Fig. 1: run 1, selected gate families
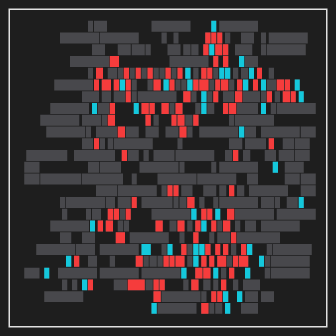
Fig. 2: run 1, M1 wires
Supply wires on this layer in grey.
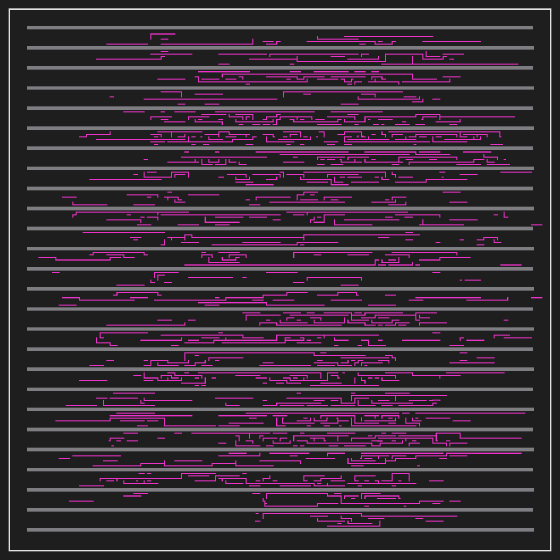
Fig. 3: run 1, PDN straps and rails
Pins as bars on the die edge.
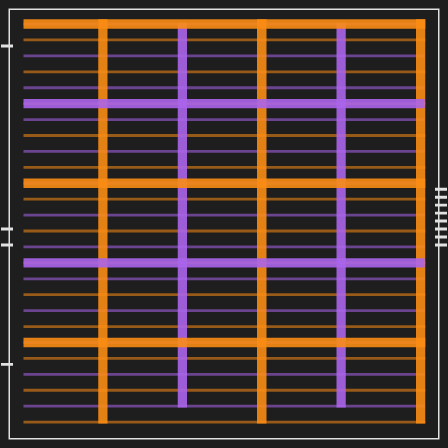
Fig. 4: run 1, where the registers sit
Other sequential cells in the stronger grey, the rest of the logic in the fainter grey.
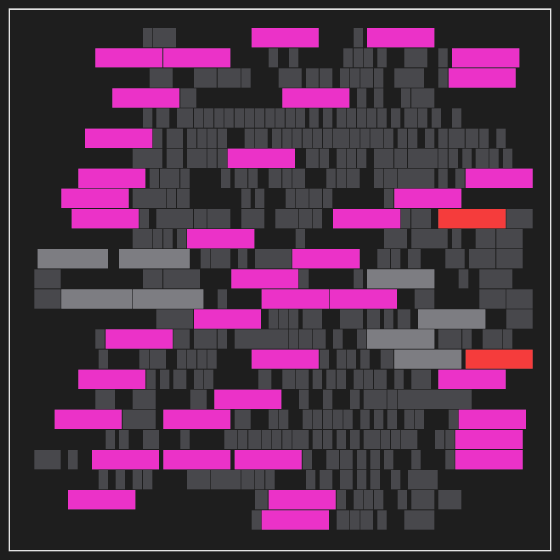
<file path="src/rtl/pb_conditioner.sv">
// pb_conditioner: push-button conditioning ahead of the pong game FSM.
// Raw active-low buttons are synchronised and debounced. Each debounced press
// latches a hit request that is held until the game tick consumes it. BOTH
// reports that every button is held.
// Optional feature macro: PB_LOCKOUT_EN (anti-mashing lockout after a consumed hit).
module pb_conditioner #(
   parameter int N             = 2,
   parameter int DB_CYCLES     = 500_000,
   parameter int CNT_W         = 19,
   parameter int LOCKOUT_TICKS = 2,
   parameter int LOCK_W        = 2
) (
   input  logic         CLK,
   input  logic         RST,
   input  logic [N-1:0] PB,
   input  logic         TICK,
   output logic [N-1:0] PRESSED,
   output logic [N-1:0] PRESS_PULSE,
   output logic [N-1:0] HIT,
   output logic         BOTH
);

   // Reject parameter sets whose counters cannot hold their terminal values.
   if (DB_CYCLES < 2 || (DB_CYCLES - 1) >= (1 << CNT_W)) begin : g_bad_db_cfg
      $error("pb_conditioner: DB_CYCLES must be >= 2 and fit in CNT_W bits");
   end
   if (LOCKOUT_TICKS < 1 || LOCKOUT_TICKS >= (1 << LOCK_W)) begin : g_bad_lock_cfg
      $error("pb_conditioner: LOCKOUT_TICKS must be >= 1 and fit in LOCK_W bits");
   end

   logic [N-1:0] sync1_q;
   logic [N-1:0] sync2_q;
   logic [N-1:0] s;

   // Two-flop synchroniser; resets to the released (high) level.
   always_ff @(posedge CLK or posedge RST) begin
      if (RST) begin
         sync1_q <= '1;
         sync2_q <= '1;
      end else begin
         sync1_q <= PB;
         sync2_q <= sync1_q;
      end
   end

   // Active-high view of the synchronised buttons.
   assign s = ~sync2_q;

   for (genvar gi = 0; gi < N; gi++) begin : g_bit
      logic [CNT_W-1:0] cnt_q;
      logic [CNT_W-1:0] cnt_d;
      logic             db_q;
      logic             db_d;
      logic             pulse_q;
      logic             hit_q;
      logic             hit_d;
      logic             locked;
      logic             hit_set;

      // Debounce: count cycles the input disagrees with the accepted level.
      always_comb begin
         cnt_d = '0;
         db_d  = db_q;
         if (s[gi] != db_q) begin
            if (cnt_q == CNT_W'(DB_CYCLES - 1)) begin
               db_d = s[gi];
            end else begin
               cnt_d = cnt_q + CNT_W'(1);
            end
         end
      end

`ifdef PB_LOCKOUT_EN
      logic [LOCK_W-1:0] lock_q;

      // Lockout: armed when a hit is consumed, counts down on later ticks.
      always_ff @(posedge CLK or posedge RST) begin
         if (RST) begin
            lock_q <= '0;
         end else if (hit_q && TICK && !hit_set) begin
            lock_q <= LOCK_W'(LOCKOUT_TICKS);
         end else if (TICK && lock_q != '0) begin
            lock_q <= lock_q - LOCK_W'(1);
         end
      end

      assign locked = (lock_q != '0);
`else
      assign locked = 1'b0;
`endif

      // A press sets the hit unless locked out; a tick clears it, set wins.
      assign hit_set = pulse_q & ~locked;
      assign hit_d   = hit_set | (hit_q & ~TICK);

      // Per-button state: counter, accepted level, press pulse, hit latch.
      always_ff @(posedge CLK or posedge RST) begin
         if (RST) begin
            cnt_q   <= '0;
            db_q    <= 1'b0;
            pulse_q <= 1'b0;
            hit_q   <= 1'b0;
         end else begin
            cnt_q   <= cnt_d;
            db_q    <= db_d;
            pulse_q <= db_d & ~db_q;
            hit_q   <= hit_d;
         end
      end

      assign PRESSED[gi]     = db_q;
      assign PRESS_PULSE[gi] = pulse_q;
      assign HIT[gi]         = hit_q;
   end

   // Start/restart condition: all buttons held, no added latency.
   assign BOTH = &PRESSED;

endmodule

</file>
<file path="config.mk">
export PLATFORM = sky130hd
export DESIGN_NAME = pb_conditioner
export DESIGN_NICKNAME = d
export VERILOG_FILES = /design/src/rtl/pb_conditioner.sv
export SDC_FILE = /design/constraint.sdc
export NUM_CORES = 1
export LEC_CHECK = 0
export ABC_AREA = 1
export CAP_MARGIN = 5
export CORE_MARGIN = 2
export CORE_UTILIZATION = 55
export DETAILED_ROUTE_END_ITERATION = 16
export PLACE_DENSITY = 0.79
export REMOVE_ABC_BUFFERS = 1
export SLEW_MARGIN = 20
export SYNTH_ARGS = -nofsm -noshare
export SYNTH_HDL_FRONTEND = slang
export SYNTH_SLANG_ARGS = --single-unit
</file>
<file path="constraint.sdc">
create_clock -name CLK -period 1.8 [get_ports CLK]
set_input_delay 0.36 -clock CLK [delete_from_list [all_inputs] [get_ports CLK]]
set_output_delay 0.36 -clock CLK [all_outputs]
set_load 0.02 [all_outputs]
</file>
==> metrics.yaml, run 1 <==
outcome:
  status: "completed"
synthesis:
  ys_sh_xor: 0.0738
  yosysCellCount: 340
  adder_share: 0.00952
  syn-cell-area_um2: 2630
  yosys_area_um2: 2630
  largest_area_cell: "dfrtp_1"
  ff_type: "dfrtp_1"
  top_cells_by_area: "dfrtp_1, nor2_1, nand2_1, inv_1, xor2_1"
  top_cells_by_count: "nor2_1, nand2_1, dfrtp_1, inv_1, nand3_1"
final_timing:
  finalClockSkew_ns: 0.00628
  worst_pin_slew_ns: 0.381
  rsz0062_at_grt: "false"
  relSlewSlack: 0.746
floorplan:
  fp.dieW_um: 73.1
final_layout:
  n_antenna_cell: 0
  regArea_um2: 1210
  sh_seq_area: 0.416
  lay_top_cells: "nor2_1, nand2_1, dfrtp_1"
  buffers_excl_clock: 16
  comb_share: 0.415
  clock_buffers: 6
  layout_top_cell: "nor2_1"
  nNetsFinal: 362
drt:
  met1Wirelength_mm: 2.50
  drt-wirelength-per-cell_um: 12.2
  vias: 2087
  drc: 0
clocking:
  cts_max_path_buffers: 2
  numCtsBuffers: 5
  cts_tree: "done"
global_routing:
  grt_max_degree: 22
  overflow: 0
setup_path:
  critPathCaptureType: "output pin"
  worstPathCellList: "clkdlybuf4s50_1"
  cp.required_ns: 1.44
  crit_type: "flip-flop to output pin"
  rrSetupSlack_ns: 0.27
  cp_slowest_cell: "clkdlybuf4s50_1"
power:
  p_sw_frac: 0.232
-- Fig. 1 (at the start) --
Key: NAND gates = red [cells 106]; inverters = cyan [cells 43]

-- Fig. 2 (at the start) --
The wires run mostly horizontal. The layer carries 2500 um of wire. The layer holds 50% of the routed length.

-- Fig. 3 (at the start) --
Key: VDD = purple; VSS = orange
5 straps on met5. The core has 25 rows.

-- Fig. 4 (at the start) --
Key: `g_bit.hit_q` = red [sequential cells 2]; `g_bit.cnt_q` = magenta [sequential cells 38, where all over the die]
Another 8 sequential cells are not coloured.

## Run 2: what changed since run 1
Settings changed: CTS_CLUSTER_SIZE from default to 24.
==> run 2 against run 1 <==
Net effect: routed wire length unchanged; clock power about the same; critical path type unchanged; highest routed layer unchanged; final area unchanged; flip-flop count unchanged; largest cell class unchanged; register-to-register slack about the same.
==> metrics.yaml, run 2 <==
final_timing:
  finalClockSkew_ns: 0.00628  # unchanged
  relSlewSlack: 0.746  # unchanged
  worst_pin_slew_ns: 0.381  # unchanged
  rsz0062_at_grt: "false"  # unchanged
synthesis:
  syn-cell-area_um2: 2630  # unchanged
  ys_sh_xor: 0.0738  # unchanged
  yosysCellCount: 340  # unchanged
  adder_share: 0.00952  # unchanged
  ff_type: "dfrtp_1"  # unchanged
  top_cells_by_count: "nor2_1, nand2_1, dfrtp_1, inv_1, nand3_1"  # unchanged
  largest_area_cell: "dfrtp_1"  # unchanged
drt:
  drc: 0  # unchanged
  vias: 2087  # unchanged
  met1Wirelength_mm: 2.50  # unchanged
  drt-wirelength-per-cell_um: 12.2  # unchanged
final_layout:
  regArea_um2: 1210  # unchanged
  comb_share: 0.415  # unchanged
  clock_buffers: 6  # unchanged
  sh_seq_area: 0.416  # unchanged
  lay_top_cells: "nor2_1, nand2_1, dfrtp_1"  # unchanged
  layout_top_cell: "nor2_1"  # unchanged
  n_antenna_cell: 0  # unchanged
global_routing:
  overflow: 0  # unchanged
  antenna_found_initial: 0  # unchanged
  grt_max_degree: 22  # unchanged
outcome:
  status: "completed"  # unchanged
power:
  p_sw_frac: 0.232  # unchanged
  p_sw_uw: 435  # unchanged
setup_path:
  worstPathCellList: "clkdlybuf4s50_1"  # unchanged
  cp.required_ns: 1.44  # about the same
  critPathCaptureType: "output pin"  # unchanged
  crit_type: "flip-flop to output pin"  # unchanged
clocking:
  numCtsBuffers: 5  # unchanged
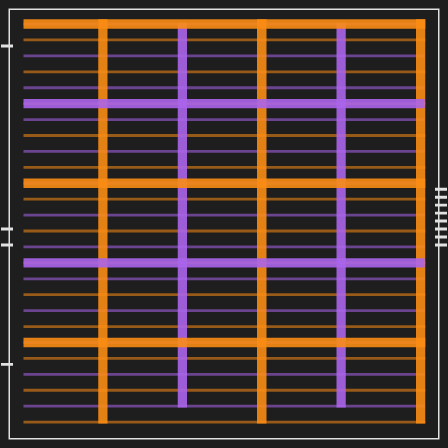
Fig. 5. PDN straps and rails (run 2).
Pins as bars on the die edge.
Die X: 73.1 um
maximum VDD drop: 0.545 mV
core box area: 4660 um2
Die Ht: 73.1 um

Power is estimated from default activity; no workload was simulated.
